## src/rtl/rom_oscillator_burst_ctrl.sv

```systemverilog
// rom_oscillator_burst_ctrl: sequences a cosine ROM oscillator into phase-aligned tone bursts
// and gates its sample stream, compensating for the oscillator latency.
module rom_oscillator_burst_ctrl #(
  parameter int INT_DATA_WIDTH = 20,
  parameter int INT_SAMPLES_PER_PERIOD = 5,
  parameter int INT_CNT_WIDTH = 16,
  parameter int INT_OSC_LATENCY = 1
) (
  input  logic                             clk,
  input  logic                             rst_n,
  input  logic                             i_start,
  input  logic                             i_abort,
  input  logic [INT_CNT_WIDTH-1:0]         i_periods,
  input  logic [INT_CNT_WIDTH-1:0]         i_gap_cycles,
  input  logic [INT_CNT_WIDTH-1:0]         i_bursts,
  output logic                             o_osc_phase_rst,
  output logic                             o_osc_valid,
  input  logic                             i_osc_valid,
  input  logic signed [INT_DATA_WIDTH-1:0] i_cos,
  output logic                             o_valid,
  output logic signed [INT_DATA_WIDTH-1:0] o_data,
  output logic                             o_busy,
  output logic                             o_done
);
  localparam int SW = $clog2(INT_SAMPLES_PER_PERIOD);
  localparam int L = INT_OSC_LATENCY;
  typedef enum logic [2:0] {IDLE, ALIGN, BURST, GAP, DONE} state_t;
  state_t state;
  logic [INT_CNT_WIDTH-1:0] n_q, g_q, b_q, period_cnt, gap_cnt, burst_cnt;
  logic [SW-1:0] sample_cnt;
  logic [L-1:0] gate_sr;
  logic gate_d, osc_fire, sample_last, period_last, burst_last, gap_last, abort_hit;
  assign gate_d = gate_sr[L-1];
  assign osc_fire = gate_d & i_osc_valid;
  assign sample_last = sample_cnt == SW'(INT_SAMPLES_PER_PERIOD - 1);
  assign period_last = sample_last && period_cnt == n_q - 1'b1;
  assign burst_last = burst_cnt == b_q - 1'b1;
  assign gap_last = gap_cnt == g_q - 1'b1;
  assign abort_hit = i_abort && state != IDLE && state != DONE;
  always_ff @(posedge clk or negedge rst_n) begin
    if (!rst_n) begin
      state <= IDLE;
      n_q <= '0;
      g_q <= '0;
      b_q <= '0;
      period_cnt <= '0;
      gap_cnt <= '0;
      burst_cnt <= '0;
      sample_cnt <= '0;
      gate_sr <= '0;
      o_osc_phase_rst <= 1'b0;
      o_osc_valid <= 1'b0;
      o_valid <= 1'b0;
      o_data <= '0;
      o_busy <= 1'b0;
      o_done <= 1'b0;
    end else begin
      o_osc_phase_rst <= 1'b0;
      o_done <= 1'b0;
      gate_sr <= (gate_sr << 1) | L'(state == BURST);
      o_valid <= osc_fire;
      o_data <= osc_fire ? i_cos : '0;
      if (abort_hit) begin
        // flush the delayed gate so nothing already in flight reaches the output
        state <= DONE;
        o_osc_valid <= 1'b0;
        o_done <= 1'b1;
        gate_sr <= '0;
        o_valid <= 1'b0;
        o_data <= '0;
      end else begin
        case (state)
          IDLE: if (i_start && !i_abort) begin
            n_q <= i_periods;
            g_q <= i_gap_cycles;
            b_q <= i_bursts;
            burst_cnt <= '0;
            o_busy <= 1'b1;
            if (i_periods == '0 || i_bursts == '0) begin
              state <= DONE;
              o_done <= 1'b1;
            end else begin
              state <= ALIGN;
              o_osc_phase_rst <= 1'b1;
            end
          end
          ALIGN: begin
            state <= BURST;
            o_osc_valid <= 1'b1;
            sample_cnt <= '0;
            period_cnt <= '0;
          end
          BURST: begin
            sample_cnt <= sample_last ? '0 : sample_cnt + 1'b1;
            if (sample_last) period_cnt <= period_cnt + 1'b1;
            if (period_last) begin
              o_osc_valid <= 1'b0;
              burst_cnt <= burst_cnt + 1'b1;
              gap_cnt <= '0;
              if (burst_last) begin
                state <= DONE;
                o_done <= 1'b1;
              end else if (g_q != '0) begin
                state <= GAP;
              end else begin
                state <= ALIGN;
                o_osc_phase_rst <= 1'b1;
              end
            end
          end
          GAP: begin
            gap_cnt <= gap_cnt + 1'b1;
            if (gap_last) begin
              state <= ALIGN;
              o_osc_phase_rst <= 1'b1;
            end
          end
          DONE: begin
            state <= IDLE;
            o_busy <= 1'b0;
          end
          default: state <= IDLE;
        endcase
      end
    end
  end
endmodule

```

## config.mk

```make
export PLATFORM = sky130hd
export DESIGN_NAME = rom_oscillator_burst_ctrl
export DESIGN_NICKNAME = d
export VERILOG_FILES = /design/src/rtl/rom_oscillator_burst_ctrl.sv
export SDC_FILE = /design/constraint.sdc
export NUM_CORES = 1
export LEC_CHECK = 0
export CAP_MARGIN = 20
export CORE_UTILIZATION = 30
export DETAILED_ROUTE_END_ITERATION = 12
export PLACE_DENSITY = 0.52
export SKIP_CTS_REPAIR_TIMING = 1
export SLEW_MARGIN = 15
export SYNTH_ARGS = -nofsm -noshare
export SYNTH_HDL_FRONTEND = slang
export SYNTH_SLANG_ARGS = --single-unit
```

## constraint.sdc

```tcl
create_clock -name clk -period 9.6 [get_ports clk]
set_clock_uncertainty 0.2 [all_clocks]
set_input_delay 0.96 -clock clk [delete_from_list [all_inputs] [get_ports clk]]
set_output_delay 0.96 -clock clk [all_outputs]
set_load 0.05 [all_outputs]
```

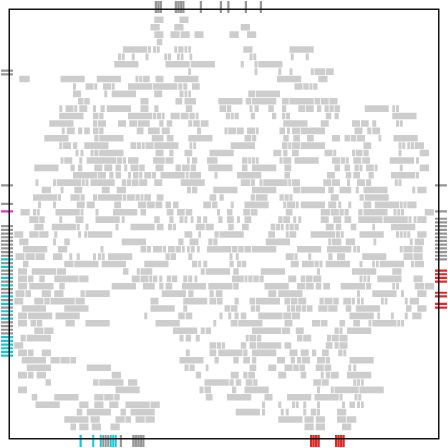
run_1/pins.png
Pins as bars across the die edge, other pins in gray.
i_cos: shown in cyan, pins 20, direction input, edge 14 west, 6 south. i_start: shown in magenta, pins 1, direction input, edge west. i_bursts: shown in red, pins 16, direction input, edge 8 east, 8 south.
# port buffers: 97
width of the die: 157 um
vertical extent of the die: 157 um

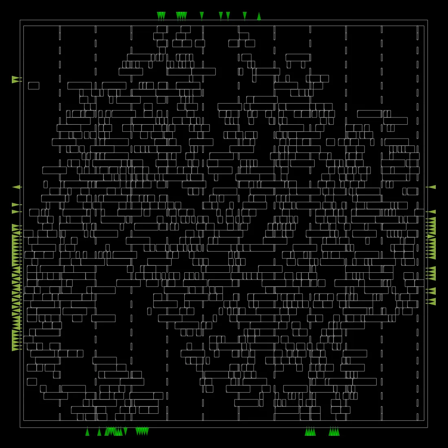
run_1/final_placement.png
Non-Filler Instances: 1242
core box area: 23500 sq um
cell row count: 56
tap cell instance count: 319

==> results_slide.txt, run 1 <==
Synthesis and Place & Route Summary

Synthesis
  • Portion of netlist area occupied by mux cells: 0.0116
  • Mapped cell area: about 7200 sq um
  • Post-synth top flop: sky130_fd_sc_hd__dfrtp_1
  • Share of synthesized area occupied by flip-flops and latches: 0.443
  • Flop and latch count out of synthesis: about 130
  • Largest area contributor in the synthesized netlist: sky130_fd_sc_hd__dfrtp_1
  • Number of flops mapped to enable cells by yosys: 0
  • Mean Syn Cell Area: between 8 and 9 sq um
  • Yosys warning count: 0
  • Proportion of register bits with asynchronous set or reset after synthesis: 1.00
  • Aoi/oai-family share of the synthesized area: 0.135
  • Cell count listed in synth_stat.txt: about 830
  • Fraction of synthesized cell area in xor and xnor cells: 0.0775
  • Top cells by instance count after synthesis: sky130_fd_sc_hd__nand2_1, sky130_fd_sc_hd__dfrtp_1, sky130_fd_sc_hd__nor2_1, sky130_fd_sc_hd__clkbuf_1, sky130_fd_sc_hd__o21ai_0
  • Net count entering floorplan: around 910
  • Synth cell types: 58
  • Chip area estimate from yosys synthesis: 7230 sq um

Finish
  • Number of non-clock buffers: 103
  • Share of layout cells above drive strength 1: 0.0563
  • Commonest cells after routing, fill and taps aside: sky130_fd_sc_hd__nand2_1, sky130_fd_sc_hd__dfrtp_1, sky130_fd_sc_hd__clkdlybuf4s50_1
  • Multi-input logic portion of the cell area: 0.419
  • Register share of the cell area: 0.353
  • Data buffer area share: 0.112
  • Dominant logic cell type in the layout: sky130_fd_sc_hd__nand2_1
  • Post-route cell area: a little over 9000 sq um
  • Inverter count: 18
  • Reg area: roughly 3200 sq um
  • Multi-input comb cells: between 600 and 700
  • Fillcell total: between 2000 and 2500
  • End-of-flow core utilization: 0.386
  • Final-layout clock-cell area share: 0.0645
  • Sequential cells: 128
  • Clock buf count: 17

Setup path
  • Crit path largest cell delay: 0.60 ns
  • CP bufs+invs: 1
  • Crit path depth: 10
  • CP Launch Type: flop
  • Required time at the worst-slack endpoint: approximately 9.7 ns
  • Capture point of the worst reg-to-reg path: burst_cnt[15]
  • Critical path cell sequence: inv_1 -> ha_1 -> or4b_1 -> nor4_2 -> xor2_1 -> or4_1 -> and3_1 -> o31a_1 -> or4_1 -> a21oi_1
  • Worst Path Max Fanout: 31
  • Data arrival, critical path: roughly 4.2 ns
  • Source of the worst register-to-register timing path: n_q[0]
  • Critical-path top delay cell: sky130_fd_sc_hd__or4_1
  • Crit path max-delay family: simple AND/OR/NAND/NOR gates

Timing
  • Number of endpoints with negative hold slack in the final report: 0
  • Number of setup violations in the final report: 0
  • Worst hold slack across all endpoints: 0.294 ns
  • Least setup slack across all paths after layout: 5.52 ns
  • Setup repair after global routing missed its margin: false
  • Achievable frequency: between 0.2 and 0.25 GHz
  • Slew Limit Fails: 0
  • Headroom to the max-slew limit: 0.352
  • Period minus WS final: between 4 and 5 ns
  • Final period utilization: 0.425
  • Setup TNS: 0 ns

Floorplan
  • Die footprint: approximately 25000 sq um
  • Effective utilization at floorplan: 0.307
  • # IOs: between 90 and 100

Place
  • Final estimated routing congestion in global placement: between 0.7 and 0.8
  • Worst slack, placed: roughly 5.5 ns
  • Post-Place Cell Area: around 8500 sq um
  • Placed cell count: 1209
  • Post-detailed-placement half-perimeter wirelength: 13500 um

Global routing
  • Number of global-route vias before repair: 6023
  • Met1 track utilization from global routing: 0.229
  • Met2 demand-to-capacity share in global routing: 0.246
  • GRT Residual Overflow: 0
  • First-pass GRT wire length: about 31000 um
  • Initial antenna violation count: 0

Clock tree
  • Root buffer cell: sky130_fd_sc_hd__clkbuf_16
  • Deepest level of the CTS H-tree: 4
  • Number of buffers added by the clock tree synthesis step: 17

Detailed routing
  • Wire length on met2: ~8400 um
  • Wire length the detailed router placed on met1: between 9000 and 10000 um
  • Total met3 wirelength after detailed routing: 934 um
  • Final wirelength: approximately 19000 um
  • Number of detailed-route iterations in the first pass: 6
  • Uppermost layer routed: met4
  • Final routed DRC violation total: 0
  • Post-route ant nets: 0

Pwr
  • Reported net switching power: 0.000889 W
  • Maximum resistive drop on vdd: roughly 85 uV
  • Group with the largest share of power: sequential cells
  • Register share of total power: 0.381
  • Fraction of power consumed by combinational cells: 0.332
  • Combinational group power: roughly 0.00075 W
  • Sw Share: 0.393
  • Pleak: about 3.9 nW
  • Sequential-cell power consumption: about 0.00086 W

Status
  • Outcome: finished clean
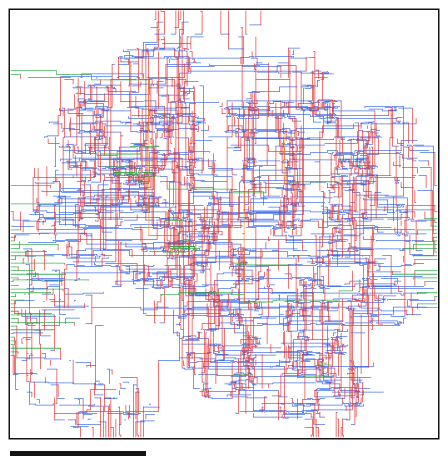
run_1/metal_stack.png
Scale bar: 50 um.
met2: shown in red, wire length 8450 um. met3: shown in green, wire length 935 um. met1: shown in blue, wire length 9600 um. met4: shown in orange, wire length 163 um.
global router's overall resource usage: 0.163
per-cell routed wire length: 15.4 um
via count of the routed design: 6266

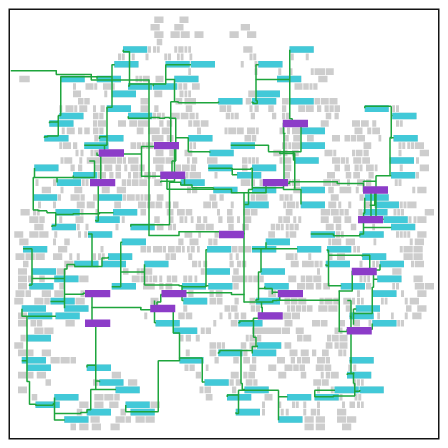
run_1/clock_map.png
cells driving clock nets: shown in purple, count 17. clock wires: shown in green, length 1990 um. flip-flops: shown in cyan, count 128.
There are 18 routed clock nets. Position of the flops: all over the die.
power attributed to the clock group: 0.000648 W
Clk Latency, worst-skew pair: 0.42 ns
Clk pwr share: 0.286

--- run 2 (diff from run 1) ---
Settings changed: PLACE_DENSITY 0.52 to 0.54.
Clock period 9.6 ns to 3.29 ns, I/O delays scaled along.
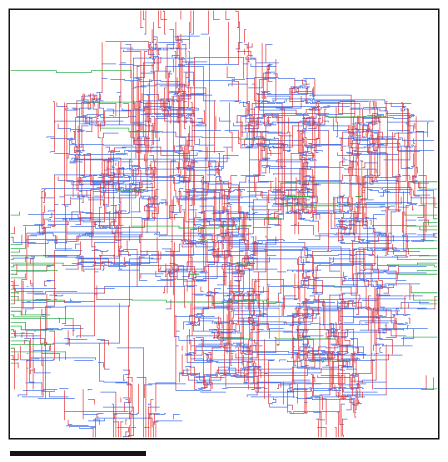
run_2/metal_stack.png
Scale bar: 50 um.
met4: shown in orange, wire length 85.7 um. met3: shown in green, wire length 946 um. met1: shown in blue, wire length 10000 um. met2: shown in red, wire length 8990 um.
via count of the routed design: 6521
final wirelength: 20000 um
per-cell routed wire length: 15.2 um
global router's overall resource usage: 0.167

==> results_slide.txt, run 2 <==
Synthesis and Place & Route Summary

Status
  • Outcome: complete, but fails checks
  • Violations in the final reports: negative setup slack

Finish
  • Final-layout clock-cell area share: 0.0625 (-0.00195)
  • Multi-input comb cells: 642 (unchanged)
  • Inverter count: 18 (unchanged)
  • Share of layout cells above drive strength 1: 0.160 (+0.103)
  • Commonest cells after routing, fill and taps aside: sky130_fd_sc_hd__nand2_1, sky130_fd_sc_hd__dfrtp_1, sky130_fd_sc_hd__clkdlybuf4s50_1
  • Multi-input logic portion of the cell area: 0.402 (-0.0170)
  • Dominant logic cell type in the layout: sky130_fd_sc_hd__nand2_1
  • Reg area: 3200 sq um (unchanged)
  • Clock buf count: 17 (unchanged)
  • Post-route cell area: 9900 sq um (+9.1%)
  • Number of non-clock buffers: 175 (+70%)
  • Data buffer area share: 0.165 (+0.0526)

Floorplan
  • # IOs: 98 (unchanged)
  • Effective utilization at floorplan: 0.307 (unchanged)
  • Width of the die: 157 um (unchanged)
  • Cell row count: 56 (unchanged)
  • Die footprint: 24700 sq um (unchanged)
  • Vertical extent of the die: 157 um (unchanged)
  • Tap cell instance count: 319 (unchanged)

Detailed routing
  • Wire length the detailed router placed on met1: 10000 um (+4.2%)
  • Uppermost layer routed: met4
  • Wire length on met2: 8990 um (+6.4%)
  • Total met3 wirelength after detailed routing: 945 um (+1.2%)
  • Number of detailed-route iterations in the first pass: 4 (-2)
  • Post-route ant nets: 0 (unchanged)

Timing
  • Achievable frequency: 0.283 GHz (+15%)
  • Setup TNS: -3.82 ns (-3.82 ns)
  • Headroom to the max-slew limit: 0.553 (+0.201)
  • Number of setup violations in the final report: 21 (+21)
  • Least setup slack across all paths after layout: -0.248 ns (-5.77 ns)
  • Number of endpoints with negative hold slack in the final report: 0 (unchanged)
  • Worst hold slack across all endpoints: 0.244 ns (-0.0496 ns)
  • Setup repair after global routing missed its margin: true
  • Slew Limit Fails: 0 (unchanged)
  • Final period utilization: 1.08 (+0.650)

Setup path
  • CP bufs+invs: 2 (+1)
  • Crit path largest cell delay: 0.50 ns (-0.10 ns)
  • CP Launch Type: flop
  • Capture point of the worst reg-to-reg path: burst_cnt[15]
  • Crit path max-delay family: simple AND/OR/NAND/NOR gates
  • Data arrival, critical path: 3.68 ns (-0.55 ns)
  • Source of the worst register-to-register timing path: n_q[0]
  • Crit path depth: 11 (+1)
  • Critical path cell sequence: inv_2 -> ha_4 -> or4b_4 -> nor4_4 -> xor2_1 -> or4_1 -> and3_4 -> o31a_1 -> buf_12 -> or4_1 -> a21oi_1

Synthesis
  • Net count entering floorplan: 911 (unchanged)
  • Mapped cell area: 7230 sq um (unchanged)
  • Chip area estimate from yosys synthesis: 7230 sq um (unchanged)
  • Cell count listed in synth_stat.txt: 830 (unchanged)
  • Flop and latch count out of synthesis: 128 (unchanged)
  • Proportion of register bits with asynchronous set or reset after synthesis: 1.00 (unchanged)
  • Yosys warning count: 0 (unchanged)
  • Number of flops mapped to enable cells by yosys: 0 (unchanged)
  • Fraction of synthesized cell area in xor and xnor cells: 0.0775 (unchanged)
  • Post-synth top flop: sky130_fd_sc_hd__dfrtp_1
  • Mean Syn Cell Area: 8.72 sq um (unchanged)
  • Synth cell types: 58 (unchanged)

Pwr
  • Fraction of power consumed by combinational cells: 0.415 (+0.083)
  • Group with the largest share of power: combinational logic
  • Clk pwr share: 0.271 (-0.015)
  • Register share of total power: 0.314 (-0.067)
  • Sw Share: 0.379 (-0.0132)
  • Sequential-cell power consumption: 0.00233 W (+170%)
  • Reported net switching power: 0.00281 W (+220%)
  • Maximum resistive drop on vdd: 393 uV (+360%)
  • Pleak: 4.31 nW (+11%)

Clock tree
  • Root buffer cell: sky130_fd_sc_hd__clkbuf_16
  • Deepest level of the CTS H-tree: 4 (unchanged)
  • Number of buffers added by the clock tree synthesis step: 17 (unchanged)

Global routing
  • Met1 track utilization from global routing: 0.233 (+0.00323)
  • Number of global-route vias before repair: 6132 (+1.8%)
  • Initial antenna violation count: 0 (unchanged)
  • GRT Residual Overflow: 0 (unchanged)
  • Met2 demand-to-capacity share in global routing: 0.259 (+0.0133)

Place
  • Post-detailed-placement half-perimeter wirelength: 14400 um (+6.9%)
  • Final estimated routing congestion in global placement: 0.826 (+5.3%)
  • # port buffers: 97 (unchanged)
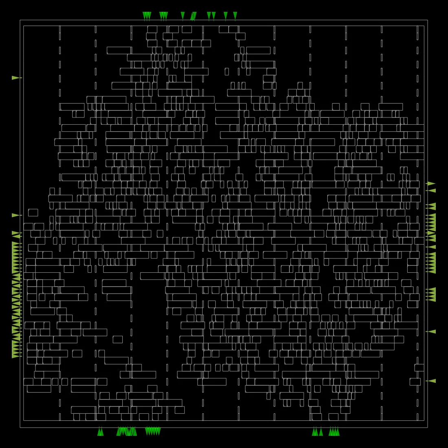
run_2/final_placement.png
Non-Filler Instances: 1314
register share of the cell area: 0.323
fillcell total: 2412
end-of-flow core utilization: 0.421
sequential cells: 128

--- run 3 (diff from run 2) ---
Settings changed: SETUP_SLACK_MARGIN set to 0.2.
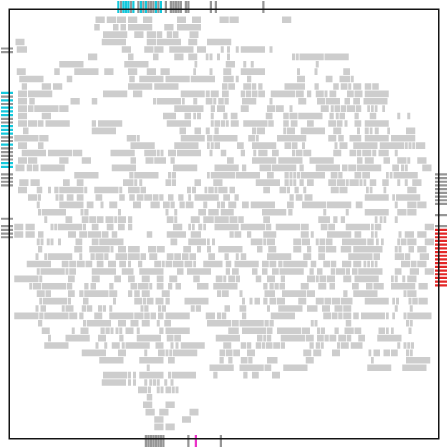
run_3/pins.png
Pins as bars across the die edge, other pins in gray.
i_cos: shown in cyan, pins 20, direction input, edge 11 west, 9 north. i_start: shown in magenta, pins 1, direction input, edge south. i_bursts: shown in red, pins 16, direction input, edge east.
All pins by edge: 32 west, 28 north, 27 east, 11 south.

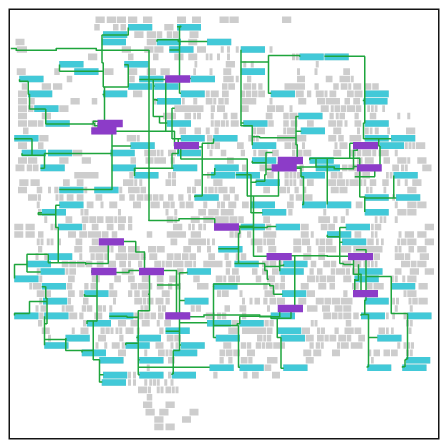
run_3/clock_map.png
cells driving clock nets: shown in purple, count 17. flip-flops: shown in cyan, count 128. clock wires: shown in green, length 2050 um.
There are 18 routed clock nets.
Clk pwr share: 0.262
power attributed to the clock group: 0.00195 W
Clk Latency, worst-skew pair: 0.43 ns

==> results_slide.txt, run 3 <==
Synthesis and Place & Route Summary

Setup path
  • Capture point of the worst reg-to-reg path: burst_cnt[11]
  • Crit path max-delay family: simple AND/OR/NAND/NOR gates
  • Source of the worst register-to-register timing path: n_q[1]
  • Crit path depth: 10 (-1)
  • Data arrival, critical path: 3.69 ns (about the same)
  • CP Launch Type: flop
  • Critical path cell sequence: or4_1 -> nor3_1 -> buf_4 -> mux2_2 -> a31oi_1 -> o2111ai_1 -> o31a_1 -> buf_12 -> or4_1 -> a21oi_1
  • Crit path largest cell delay: 0.64 ns (+0.14 ns)

Synthesis
  • Mean Syn Cell Area: 8.72 sq um (unchanged)
  • Cell types occupying the most area after synthesis: sky130_fd_sc_hd__dfrtp_1, sky130_fd_sc_hd__nand2_1, sky130_fd_sc_hd__xnor2_1
  • Mapped cell area: 7230 sq um (unchanged)
  • Post-synth top flop: sky130_fd_sc_hd__dfrtp_1
  • Fraction of synthesized cell area in xor and xnor cells: 0.0775 (unchanged)
  • Yosys warning count: 0 (unchanged)
  • Dominant cell by count in the synthesized netlist: sky130_fd_sc_hd__nand2_1
  • Net count entering floorplan: 911 (unchanged)
  • Proportion of register bits with asynchronous set or reset after synthesis: 1.00 (unchanged)
  • Cell count listed in synth_stat.txt: 830 (unchanged)
  • Synth cell types: 58 (unchanged)
  • Flop and latch count out of synthesis: 128 (unchanged)
  • Chip area estimate from yosys synthesis: 7230 sq um (unchanged)
  • Number of flops mapped to enable cells by yosys: 0 (unchanged)

Global routing
  • Number of global-route vias before repair: 6478 (+5.6%)
  • Global router's overall resource usage: 0.172 (+0.00523)
  • Initial antenna violation count: 0 (unchanged)
  • GRT Residual Overflow: 0 (unchanged)
  • Met2 demand-to-capacity share in global routing: 0.270 (+0.0112)
  • Met1 track utilization from global routing: 0.232 (-0.000732)

Detailed routing
  • Number of detailed-route iterations in the first pass: 5 (+1)
  • Wire length on met2: 9400 um (+4.5%)
  • Total met3 wirelength after detailed routing: 884 um (-6.5%)
  • Per-cell routed wire length: 15.5 um (+1.5%)
  • Final wirelength: 20400 um (+1.9%)
  • Post-route ant nets: 0 (unchanged)
  • Uppermost layer routed: met4
  • Via count of the routed design: 6588 (+1.0%)

Timing
  • Number of endpoints with negative hold slack in the final report: 0 (unchanged)
  • Slew Limit Fails: 0 (unchanged)
  • Worst hold slack across all endpoints: 0.235 ns (-0.00899 ns)
  • Headroom to the max-slew limit: 0.473 (-0.0798)
  • Achievable frequency: 0.283 GHz (+0.23%)
  • Least setup slack across all paths after layout: -0.240 ns (+0.00814 ns)
  • Number of setup violations in the final report: 32 (+52%)
  • Setup TNS: -3.34 ns (+0.476 ns)
  • Setup repair after global routing missed its margin: true

Floorplan
  • Die footprint: 24700 sq um (unchanged)
  • Cell row count: 56 (unchanged)
  • Vertical extent of the die: 157 um (unchanged)
  • # IOs: 98 (unchanged)
  • Tap cell instance count: 319 (unchanged)
  • Width of the die: 157 um (unchanged)
  • Effective utilization at floorplan: 0.307 (unchanged)

Pwr
  • Register share of total power: 0.313 (about the same)
  • Fraction of power consumed by combinational cells: 0.425 (+0.010)
  • Sequential-cell power consumption: 0.00232 W (about the same)
  • Reported net switching power: 0.00280 W (-0.42%)
  • Sw Share: 0.377 (-0.00269)
  • Pleak: 4.32 nW (+0.34%)
  • Group with the largest share of power: combinational logic
  • Maximum resistive drop on vdd: 345 uV (-12%)

Finish
  • Clock buf count: 18 (+1)
  • End-of-flow core utilization: 0.422 (+0.00101)
  • Final-layout clock-cell area share: 0.0607 (-0.00179)
  • Commonest cells after routing, fill and taps aside: sky130_fd_sc_hd__nand2_1, sky130_fd_sc_hd__dfrtp_1, sky130_fd_sc_hd__clkdlybuf4s50_1
  • Post-route cell area: 9930 sq um (+0.24%)
  • Share of layout cells above drive strength 1: 0.163 (+0.00320)
  • Fillcell total: 2384 (-1.2%)
  • Number of non-clock buffers: 181 (+3.4%)
  • Reg area: 3200 sq um (unchanged)
  • Multi-input logic portion of the cell area: 0.403 (+0.000550)
  • Inverter count: 18 (unchanged)
  • Multi-input comb cells: 642 (unchanged)
  • Dominant logic cell type in the layout: sky130_fd_sc_hd__nand2_1
  • Register share of the cell area: 0.323 (-0.000774)

Place
  • Final estimated routing congestion in global placement: 0.820 (-0.64%)
  • # port buffers: 97 (unchanged)

Hold path
  • Hold path endpoint: g_q[15]

Clock tree
  • Root buffer cell: sky130_fd_sc_hd__clkbuf_16
  • Deepest level of the CTS H-tree: 4 (unchanged)

Status
  • Outcome: complete, but fails checks
  • Violations in the final reports: negative setup slack
Power and IR drop assume default switching activity.
